--- config.mk ---
export PLATFORM = sky130hd
export DESIGN_NAME = plic_target_ctrl
export DESIGN_NICKNAME = d
export VERILOG_FILES = /design/src/rtl/plic_target_ctrl.sv
export SDC_FILE = /design/constraint.sdc
export NUM_CORES = 1
export LEC_CHECK = 0
export CORE_UTILIZATION = 50
export CTS_CLUSTER_SIZE = 25
export DETAILED_ROUTE_END_ITERATION = 12
export DONT_BUFFER_PORTS = 1
export PLACE_DENSITY_LB_ADDON = 0.08
export SLEW_MARGIN = 20
export SYNTH_ARGS = -nofsm -noshare
export SYNTH_HDL_FRONTEND = slang
export SYNTH_SLANG_ARGS = --single-unit
--- constraint.sdc ---
create_clock -name clk_i -period 20.5 [get_ports clk_i]
set_clock_uncertainty 0.1 [all_clocks]
set_input_delay 4.1 -clock clk_i [delete_from_list [all_inputs] [get_ports clk_i]]
set_output_delay 4.1 -clock clk_i [all_outputs]
set_load 0.1 [all_outputs]
--- src/rtl/plic_target_ctrl.sv ---
// plic_target_ctrl: per-target claim/complete controller of the PLIC.
// Picks the highest-priority enabled pending source above the threshold,
// raises irq_o, and runs the claim/complete handshake towards the gateways.
module plic_target_ctrl #(
    parameter int unsigned SRC_NUM    = 8,
    parameter int unsigned PRIO_WIDTH = 3,
    parameter int unsigned ID_WIDTH   = $clog2(SRC_NUM + 1)
) (
    input  logic                          clk_i,
    input  logic                          rst_n_i,
    input  logic [SRC_NUM-1:0]            ip_i,
    input  logic [SRC_NUM-1:0]            ie_i,
    input  logic [SRC_NUM*PRIO_WIDTH-1:0] prio_i,
    input  logic [PRIO_WIDTH-1:0]         thold_i,
    input  logic                          claim_req_i,
    output logic                          claim_vld_o,
    output logic [ID_WIDTH-1:0]           claim_id_o,
    input  logic                          comp_req_i,
    input  logic [ID_WIDTH-1:0]           comp_id_i,
    output logic [SRC_NUM-1:0]            clam_o,
    output logic [SRC_NUM-1:0]            comp_o,
    output logic                          irq_o,
    output logic [SRC_NUM-1:0]            claimed_o
);

    logic [SRC_NUM-1:0]    claimed_q, claimed_d;
    logic [ID_WIDTH-1:0]   best_id_q, best_id_d;
    logic [PRIO_WIDTH-1:0] best_prio_q, best_prio_d;
    logic                  claim_vld_q, claim_vld_d;
    logic [ID_WIDTH-1:0]   claim_id_q, claim_id_d;
    logic [SRC_NUM-1:0]    clam_q, clam_d;
    logic [SRC_NUM-1:0]    comp_q, comp_d;

    logic [SRC_NUM-1:0]    claim_hit;
    logic [SRC_NUM-1:0]    comp_hit;
    logic [SRC_NUM-1:0]    eligible;

    // Decode the claim/complete strobes into per-source hits and eligibility.
    // IDs 0 and above SRC_NUM never match a source, so they drop out naturally.
    always_comb begin
        claim_hit = '0;
        comp_hit  = '0;
        eligible  = '0;
        for (int unsigned k = 0; k < SRC_NUM; k++) begin
            claim_hit[k] = claim_req_i && (best_id_q == ID_WIDTH'(k + 1));
            comp_hit[k]  = comp_req_i && (comp_id_i == ID_WIDTH'(k + 1)) && claimed_q[k];
            eligible[k]  = ip_i[k] && ie_i[k] && !claimed_q[k]
                         && (prio_i[k*PRIO_WIDTH +: PRIO_WIDTH] > thold_i)
                         && !claim_hit[k];
        end
    end

    // Arbitration: strictly-greater update while scanning upwards keeps the
    // lowest ID on priority ties; eligible sources always have prio >= 1.
    always_comb begin
        best_id_d   = '0;
        best_prio_d = '0;
        for (int unsigned k = 0; k < SRC_NUM; k++) begin
            if (eligible[k] && (prio_i[k*PRIO_WIDTH +: PRIO_WIDTH] > best_prio_d)) begin
                best_id_d   = ID_WIDTH'(k + 1);
                best_prio_d = prio_i[k*PRIO_WIDTH +: PRIO_WIDTH];
            end
        end
    end

    // Next-state for the handshake: claim sets, complete clears, independently.
    always_comb begin
        claim_vld_d = claim_req_i;
        claim_id_d  = claim_req_i ? best_id_q : '0;
        clam_d      = claim_hit;
        comp_d      = comp_hit;
        claimed_d   = (claimed_q | claim_hit) & ~comp_hit;
    end

    // State and registered outputs; reset wins over any strobe at the same edge.
    always_ff @(posedge clk_i) begin
        if (!rst_n_i) begin
            claimed_q   <= '0;
            best_id_q   <= '0;
            best_prio_q <= '0;
            claim_vld_q <= 1'b0;
            claim_id_q  <= '0;
            clam_q      <= '0;
            comp_q      <= '0;
        end else begin
            claimed_q   <= claimed_d;
            best_id_q   <= best_id_d;
            best_prio_q <= best_prio_d;
            claim_vld_q <= claim_vld_d;
            claim_id_q  <= claim_id_d;
            clam_q      <= clam_d;
            comp_q      <= comp_d;
        end
    end

    // A non-zero best ID always carries a non-zero priority, so both terms agree.
    assign irq_o       = (best_id_q != '0) && (best_prio_q != '0);
    assign claim_vld_o = claim_vld_q;
    assign claim_id_o  = claim_id_q;
    assign clam_o      = clam_q;
    assign comp_o      = comp_q;
    assign claimed_o   = claimed_q;

endmodule

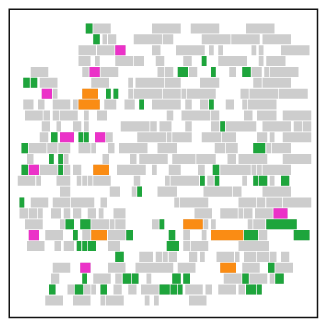
*Logic cells by family, run 1*
Scale: 4 px per um.
- magenta: non-inverting ao/oa cells (cells 9; most used a21o_1)
- orange: mux cells (cells 7; most used mux2_2)
- green: nand cells (cells 60; most used nand2_1; where widely spread)

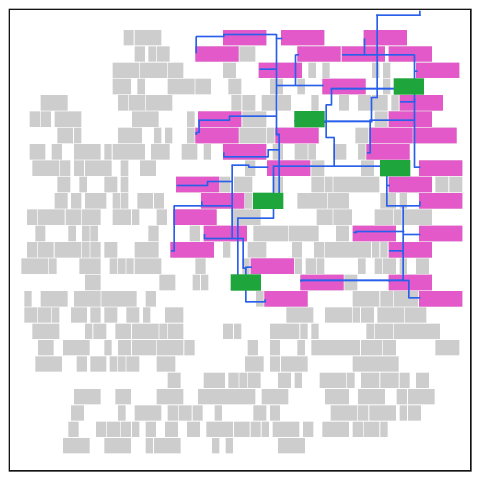
*Routed clock nets over the placement, run 1*
Scale: 6 px per um.
- blue: clock wires (length 390 um)
- green: clock drivers (count 5)
- magenta: flip-flops (count 36)
- routed clock nets: 6

==> results.toml, run 1 <==
# physical design summary
[sta]
max_freq_ghz = 0.06892
timing.final.max_slew_violations = 0
timing_hold_violations_final = 0
setup_ws_ns = 5.990

[drt]
drt_iter0_drc = 77
detail_route.first_pass.iterations = 4

[worst_setup_path]
arrival_ns = 14.58
critPathKind = "input port to flop"
worst-path-stages = 54
crit_path_end_kind = "flop"

[finish]
final_cell_area_um2 = 2939
drive_gt1_share_pct = 11.84

[synthesis]
post_synth_main_area_contributors = "sky130_fd_sc_hd__dfxtp_1 (26%), sky130_fd_sc_hd__ha_1 (18%), sky130_fd_sc_hd__nor2_1 (4.2%)"
synth_nets = 411
synth.most_common_cell = "sky130_fd_sc_hd__ha_1"
synth-edff-count = 0
postSynth.topFlopCell = "sky130_fd_sc_hd__dfxtp_1"
asyncSetResetFlopFracSynth_pct = 0

[pwr]
power_density_nw_per_um2 = 66.02
leakage_nw = 1.265
switching_share_pct = 34.70
power_frac_clock_pct = 27.1
design_power_mw = 0.1940

[clock_tree]
clk_transition_reported_paths_ns = 0.07
cts-buffers-inserted = 5
post_cts_resize_count = 0
clock_latency_ns = 0.28
buffer_depth_of_the_longest_clock_path = 2
cts_setup_buffers = 0

[job]
tool_warnings = 26
drv.max_cap_violation_count = 0

[global_routing]
grt_first_pass_wirelength_um = 10560
total_global_routing_overflow = 0
grt_pass1_vias = 2203

[placed_design]
place_hpwl_um = 5036

[die]
fp_util_pct = 53.25

[run_status]
run_status = "finished, final reports clean"
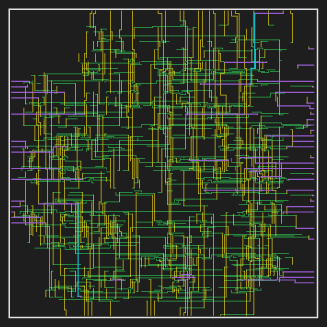
*Metal layers overlaid, run 1*
Scale: 4 px per um.
- green: metal 1 (wire length 3000 um)
- yellow: metal 2 (wire length 2760 um)
- purple: metal 3 (wire length 405 um)
- cyan: metal 4 (wire length 41.7 um)
final wirelength: 6206 um
overall fraction of global-route tracks in use: 22.08%
Vias: 2268

run 1: registers in the layout, summed over array words and instances (netlist names):
signal       count
claim_id_o       4
claim_vld_o      1
claimed_o        8
best_prio_q      3
comp_o           8
clam_o           8
best_id_q        4
run 1: layout make-up:
class,instances,area (um^2),area share (%)
Multi-Input combinational cell,256,1948,66.28
Sequential cell,36,720.7,24.52
Clock buffer,7,96.34,3.278
Tap cell,70,87.58,2.980
Inverter,21,78.83,2.682
Timing Repair Buffer,1,7.507,0.2554
run 1: worst reg2reg max path: cells and delay by family, from the launching register on:
kind	cells	cell delay [ns]
AOI/OAI and AO/OA	18	3.10
DFF	1	1.03
adders and majority gates	8	2.19
and+or+nand+nor	22	3.19
muxes	3	1.07
run 1: stage by stage:
step / util, % / std cells / hold WS [ns]
2_1_floorplan: - / 319 / 0.4308
3_3_place_gp: 54.28 / 384 / 0.4614
3_5_place_dp: 54.28 / 384 / 0.4605
4_1_cts: 56.12 / 391 / 0.4731
5_1_grt: 56.12 / 391 / 0.4916
6_report: 56.12 / 391 / 0.4717
run 1: power groups by stage:
stage	Sequential (mW)	Combinational, mW	Clock (mW)
floorplan	0.0856	0.0484	0
global placement	0.0877	0.0539	0
detailed placement	0.0878	0.0550	0
CTS	0.0862	0.0552	0.0535
global route	0.0866	0.0626	0.0564
finish	0.0862	0.0551	0.0527
run 1: placed cells by master (no fill, tap or decap), types with 9 or more instances in the layout:
cell type / synthesis / routed
sky130_fd_sc_hd__nand3_1: 17 / 17
sky130_fd_sc_hd__nor3_1: 9 / 9
sky130_fd_sc_hd__and3_1: 11 / 11
sky130_fd_sc_hd__a21oi_1: 19 / 18
sky130_fd_sc_hd__nor2_1: 31 / 31
sky130_fd_sc_hd__inv_1: 21 / 21
sky130_fd_sc_hd__nand2_1: 24 / 24
sky130_fd_sc_hd__dfxtp_1: 36 / 36
sky130_fd_sc_hd__and2_1: 9 / 9
sky130_fd_sc_hd__ha_1: 41 / 41
run 1: cell families (layout without fill, tap and decap cells):
family,after synthesis,in the layout,synth area share (%)
AND-OR/OR-AND,60,60,17.23
adder cells (fa/ha/maj),42,42,18.75
buffers and inverters,27,29,4.441
flip-flops,36,36,25.84
multiplexers,7,7,3.454
AND/OR/NAND/NOR,147,147,30.28
run 1: per-layer routing:
layer  GRT usage [%]  part of all wire (%)
met3           5.952                   6.5
met1           29.09                    48
met5               0                     0
met2           35.80                    44
met4           4.808                  0.66
run 1: final timing paths:
| kind | from | to | slack, ns |
|---|---|---|---|
| worst min-delay path | best_id_q[2] | claim_id_o[2] | 0.47 |
| worst min register to register | best_id_q[2] | claim_id_o[2] | 0.47 |
| worst max-delay path | thold_i[1] | best_prio_q[0] | 5.99 |
| worst max register to register | claimed_o[0] | best_prio_q[0] | 9.75 |
==> inputs of run 2 (changes only) <==
clock period = 14.6 ns   (was 20.5 ns; I/O delays follow)
==> results.toml, run 2 <==
# physical design summary
[run_status]
run_status = "finished, final reports clean"

[synthesis]
common_cells = "sky130_fd_sc_hd__ha_1 (41), sky130_fd_sc_hd__dfxtp_1 (36), sky130_fd_sc_hd__nor2_1 (31)"
numSynthFlops = 36
syn_avg_cell_area_um2 = 8.743
asyncSetResetFlopFracSynth_pct = 0
yosys-stat-cells = 319
synth.most_common_cell = "sky130_fd_sc_hd__ha_1"
synth_cell_types = 63
synth-edff-count = 0
postSynthSeqShare_pct = 25.84
postSynth.topFlopCell = "sky130_fd_sc_hd__dfxtp_1"
post_synth_main_area_contributors = "sky130_fd_sc_hd__dfxtp_1 (26%), sky130_fd_sc_hd__ha_1 (18%), sky130_fd_sc_hd__nor2_1 (4.2%)"
chip_area_line_of_the_yosys_report_um2 = 2789
top_cell_area_share_pct = 25.84
synth_nets = 411
synth_cells = 319
synth.largest_area_cell = "sky130_fd_sc_hd__dfxtp_1"

[worst_setup_path]
setup.reg_to_reg.worst_slack_ns = 3.95
worst_reg2reg_path_length_in_cells = 51
r2r_start = "claimed_o[0]"
start_kind = "input port"
timing.rr.end = "best_prio_q[0]"
critical_path.top_delay_family = "simple AND/OR/NAND/NOR gates"
critPathKind = "input port to flop"
worst_path_most_repeated_cell = "sky130_fd_sc_hd__ha_1"
arrival_ns = 13.28
crit_fanout = 8
cp.required_ns = 14.69
worst_path_max_delay_cell = "sky130_fd_sc_hd__mux2_2"
crit_path_end_kind = "flop"
worst-path-buf-inv = 1
crit_path_max_incr_delay_ns = 0.39

[sta]
max_freq_ghz = 0.07579
tightestPinTransition_ns = 1.073
rsz_0062_raised_after_global_routing = "no"
min_period_over_period_pct = 90.38
setup_ws_ns = 1.405
finalSetupTns_ns = 0
timing.final.max_slew_violations = 0
finalWorstPathRequiredPeriod_ns = 13.19
timing_hold_violations_final = 0
number_of_endpoints_failing_setup_at_the_final_stage = 0
timing.slew.headroom_pct = 28.38

[clock_tree]
cts_tree = "built"
clock-root-buffer = "sky130_fd_sc_hd__clkbuf_8"
ctsHoldBuffers = 0
cts_setup_buffers = 0
post_cts_resize_count = 0
clk_transition_reported_paths_ns = 0.07
htree_levels = 2
buffer_depth_of_the_longest_clock_path = 2

[die]
die_width_um = 76.69
core-area_um2 = 5238
fp_util_pct = 53.25
pin_count = 81

[job]
drv.max_cap_violation_count = 0
tool_warnings = 26

[drt]
drt_iter0_drc = 72
drt_wl_total_um = 6234
vias = 2284
detail_route.first_pass.iterations = 4
drt.antenna.violating_nets = 0
drc = 0
vias_per_cell = 5.827

[placed_design]
gp_congestion = 0.7932
place.port_buffers = 0
pre_cts_ws_ns = 1.128
place_hpwl_um = 5094

[global_routing]
grt_pass1_vias = 2209
grt_usage_pct = 22.33
grt_first_pass_wirelength_um = 10560
total_global_routing_overflow = 0
initial_antenna_violation_count = 0

[finish]
drive_gt1_share_pct = 11.80
area_growth_pct = 5.294
final_cell_area_um2 = 2937
final_cell_mix = "sky130_fd_sc_hd__ha_1 (41), sky130_fd_sc_hd__dfxtp_1 (36), sky130_fd_sc_hd__nor2_1 (31)"
final_net_count = 413
final_layout_top_logic_cell = "sky130_fd_sc_hd__ha_1"
diodes = 0

[hold_path]
timing.hold.worst.class = "flop to flop"
endpoint_of_the_worst_hold_timing_path = "claim_id_o[2]"
hp-start = "best_id_q[2]"
whs_path_depth = 1

[pwr]
total_switching_power_mw = 0.09575
switching_share_pct = 35.45
leakage_nw = 1.259
p_int_mw = 0.1743
power_density_nw_per_um2 = 91.97
share_seq_of_total_power_pct = 44.8
-- run 2: cell types whose count changed in the layout (fill, tap and decap cells not counted) --
| cell | before | now |
|---|---|---|
| sky130_fd_sc_hd__clkbuf_1 | 0 | 1 |
| sky130_fd_sc_hd__clkbuf_8 | 7 | 6 |
| sky130_fd_sc_hd__clkinvlp_4 | 0 | 1 |
-- run 2: routing by layer --
layer | wire (um) | vias up | part of all wire [%] | global-route usage (%)
li1 | - | 1163 | - | -
met2 | 2866 | 69 | 46 | 37.05
met5 | 0 | - | 0 | 0
met4 | 36 | 0 | 0.58 | 5.577
met3 | 370 | 2 | 5.9 | 5.595
met1 | 2961 | 1050 | 47 | 28.74
-- run 2: kinds of logic after synthesis --
logic type      share of synthesized area, %
mux                                    3.454
simple gates                           30.28
fa+ha+maj                              18.75
compound gates                         17.23
buf+inv                                4.441
flops                                  25.84
-- run 2: metrics by stage --
stage	std cells	util, %	power [mW]	hold slack (ns)
floorplan	319	-	0.1882	0.4308
global placement	384	54.28	0.1991	0.4633
detailed placement	384	54.28	0.2005	0.4596
CTS	392	56.07	0.2723	0.4692
global route	392	56.07	0.2887	0.4915
finish	392	56.07	0.2701	0.4771
-- run 2: final cells by class --
type,instances,area [um^2]
clock buffers,7,86.33
repair buffers,1,7.507
inverters,21,78.83
clock inverters,1,7.507
flip-flops and latches,36,720.7
well taps,70,87.58
multi-input cells,256,1948
fillers,492,2301
-- run 2: worst max path at each step --
| stage | startpoint | end | cells after the start |
|---|---|---|---|
| 6_report | thold_i[1] | best_prio_q[0] | 54 |
| 5_1_grt | thold_i[1] | best_prio_q[0] | 54 |
| 4_1_cts | thold_i[1] | best_prio_q[0] | 54 |
| 3_5_place_dp | thold_i[1] | best_prio_q[0] | 54 |
| 3_3_place_gp | thold_i[1] | best_prio_q[0] | 54 |
| 2_1_floorplan | thold_i[1] | best_prio_q[0] | 54 |
-- run 2: power by group through the flow --
stage	Combinational [mW]	Clock, mW	Sequential [mW]
6_report	0.0774	0.0716	0.121
5_1_grt	0.0884	0.0785	0.122
4_1_cts	0.0777	0.0736	0.121
3_5_place_dp	0.0773	0	0.123
3_3_place_gp	0.0759	0	0.123
2_1_floorplan	0.0680	0	0.120
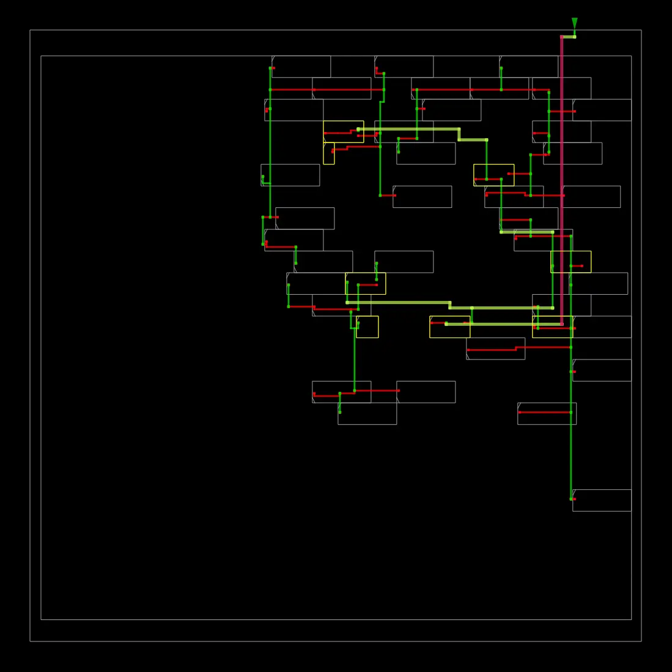
*Clock wiring as the flow saved it, run 2*
Inserted Clock Buffers: 5
tally of clock buffers in the finished layout: 7
Late-Pin Clk Latency: 0.29 ns

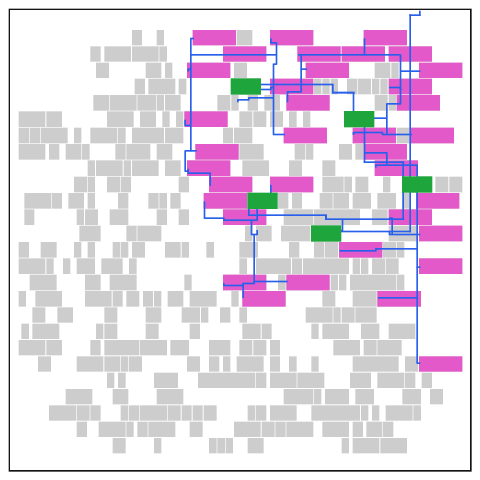
*Routed clock nets over the placement, run 2*
Scale: 6 px per um.
- blue: clock wires (length 403 um)
- magenta: flip-flops (count 36)
- green: clock drivers (count 5)
- routed clock nets: 6
Power Clock: 0.0716 mW
clock group share of total power: 26.5%

==> inputs of run 3 (changes only) <==
CORE_MARGIN = 2   (was default)
GPL_ROUTABILITY_DRIVEN = 0   (was default)
==> results.toml, run 3 <==
# physical design summary
[drt]
drt_wl_total_um = 6247
vias = 2238
drt.antenna.violating_nets = 0
detail_route.first_pass.iterations = 4
drt_iter0_drc = 79
drc = 0
vias_per_cell = 5.680

[clock_tree]
cts-buffers-inserted = 5
htree_levels = 2
buffer_depth_of_the_longest_clock_path = 2
post_cts_resize_count = 0
clk_transition_reported_paths_ns = 0.07
ctsHoldBuffers = 0
clock_latency_ns = 0.28
cts_setup_buffers = 0

[run_status]
run_status = "finished, final reports clean"

[hold_path]
whs_path_depth = 1
timing.hold.worst.class = "flop to flop"

[sta]
rsz_0062_raised_after_global_routing = "no"
timing.final.max_slew_violations = 0
finalSetupTns_ns = 0
timing_hold_violations_final = 0
timing.slew.headroom_pct = 27.97
number_of_endpoints_failing_setup_at_the_final_stage = 0
max_freq_ghz = 0.07504
fin_worst_hold_slack_ns = 0.4754
finalWorstPathRequiredPeriod_ns = 13.33

[job]
drv.max_cap_violation_count = 0
tool_warnings = 26

[worst_setup_path]
worst_path_most_repeated_cell = "sky130_fd_sc_hd__ha_1"
cp.required_ns = 14.68
critPathKind = "input port to flop"
worst_path_max_delay_cell = "sky130_fd_sc_hd__mux2_2"
worst_reg2reg_path_length_in_cells = 51
crit_fanout = 8
start_kind = "input port"
arrival_ns = 13.41
crit_path_end_kind = "flop"

[die]
core-area_um2 = 5439
die_width_um = 78.69
die_h_um = 78.69
fp_util_pct = 51.28
pin_count = 81

[finish]
drive_gt1_share_pct = 12.11
diodes = 0
area_growth_pct = 5.159
final_cell_mix = "sky130_fd_sc_hd__ha_1 (41), sky130_fd_sc_hd__dfxtp_1 (36), sky130_fd_sc_hd__nor2_1 (31)"
final_net_count = 413
layout.area.comb_um2 = 1948
n_fill_cell = 550
final_cell_area_um2 = 2933
regArea_um2 = 720.7

[synthesis]
synth.largest_area_cell = "sky130_fd_sc_hd__dfxtp_1"
yosys-stat-cells = 319
top_cell_area_share_pct = 25.84
synth-edff-count = 0
synth_cells = 319
asyncSetResetFlopFracSynth_pct = 0
syn_avg_cell_area_um2 = 8.743
synth.most_common_cell = "sky130_fd_sc_hd__ha_1"
post_synth_main_area_contributors = "sky130_fd_sc_hd__dfxtp_1 (26%), sky130_fd_sc_hd__ha_1 (18%), sky130_fd_sc_hd__nor2_1 (4.2%)"
postSynthSeqShare_pct = 25.84
chip_area_line_of_the_yosys_report_um2 = 2789
numSynthFlops = 36
synth_cell_types = 63
synth_nets = 411

[placed_design]
place.port_buffers = 0
place.detailed.instances = 386
place_hpwl_um = 5120

[pwr]
leakage_nw = 1.262
power_density_nw_per_um2 = 90.93

[global_routing]
globalRouteMet1Util_pct = 26.39
grt_usage_pct = 20.99
initial_antenna_violation_count = 0
globalRouteMet3Util_pct = 4.138
grt_first_pass_wirelength_um = 10340
grt_pass1_vias = 2268
## run 3: area by class of cell
class	count	area share, %
Clock inverter	3	0.6399
Inverter	21	2.688
Clock buffer	5	2.346
Sequential cell	36	24.57
Multi-Input combinational cell	256	66.43
Timing Repair Buffer	1	0.2560
Tap cell	72	3.072
## run 3: worst paths after layout
path | startpoint | endpoint | slack [ns]
setup / recovery | thold_i[1] | best_prio_q[0] | 1.27
hold / removal | best_id_q[2] | claim_id_o[2] | 0.48
setup reg to reg | claimed_o[0] | best_prio_q[0] | 3.86
hold reg to reg | best_id_q[2] | claim_id_o[2] | 0.48
## run 3: where the power goes
group / leakage (nW) / switching, mW / internal, mW / total, mW
Clock: 0.0479 / 0.0351 / 0.0332 / 0.0683
Combinational: 0.923 / 0.0440 / 0.0334 / 0.0774
Sequential: 0.292 / 0.0185 / 0.102 / 0.121
Total: 1.26 / 0.0976 / 0.169 / 0.267
## run 3: per-layer routing
metal,share of wire (%),up-vias
met5,0,-
met4,1.4,0
met3,6.4,10
met2,46,65
li1,-,1154
met1,46,1009
## run 3: cell families after synthesis
| logic type | synth area share (%) |
|---|---|
| AOI/OAI and AO/OA | 17.23 |
| DFF | 25.84 |
| buffers and inverters | 4.441 |
| muxes | 3.454 |
| adders and majority gates | 18.75 |
| and+or+nand+nor | 30.28 |
## run 3: worst max-delay path, delay by kind of cell
kind            cells  cell delay [ns]
compound gates     18             3.17
fa+ha+maj           9             2.50
buf+inv             1             0.29
mux                 2             0.75
simple gates       24             3.73
## run 3: stage by stage
| stage | power, mW | setup slack, ns | util (%) |
|---|---|---|---|
| global route | 0.2850 | 0.3220 | 53.92 |
| detailed placement | 0.2007 | 0.9896 | 52.31 |
| finish | 0.2667 | 1.273 | 53.92 |
| global placement | 0.1995 | 1.131 | 52.31 |
| CTS | 0.2687 | 1.254 | 53.92 |
| floorplan | 0.1882 | 2.153 | - |
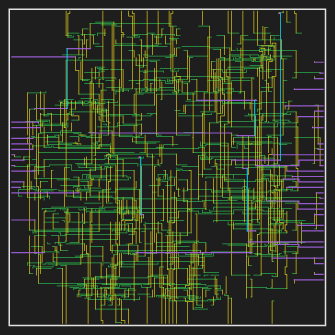
*Metal layers overlaid, run 3*
Scale: 4 px per um.
- yellow: metal 2 (wire length 2880 um)
- cyan: metal 4 (wire length 90.4 um)
- purple: metal 3 (wire length 402 um)
- green: metal 1 (wire length 2870 um)

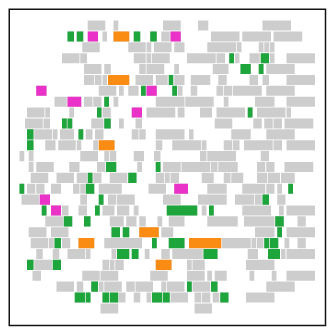
*Logic cells by family, run 3*
Scale: 4 px per um.
- magenta: non-inverting ao/oa cells (cells 9; most used a21o_1)
- orange: mux cells (cells 7; most used mux2_2)
- green: nand cells (cells 60; most used nand2_1; where widely spread)
final cell count without fillers: 394
multi-input logic portion of the cell area: 66.43%
dominant logic cell type in the layout: sky130_fd_sc_hd__ha_1

Power figures rest on the tool's default switching activity, not on a simulated workload.
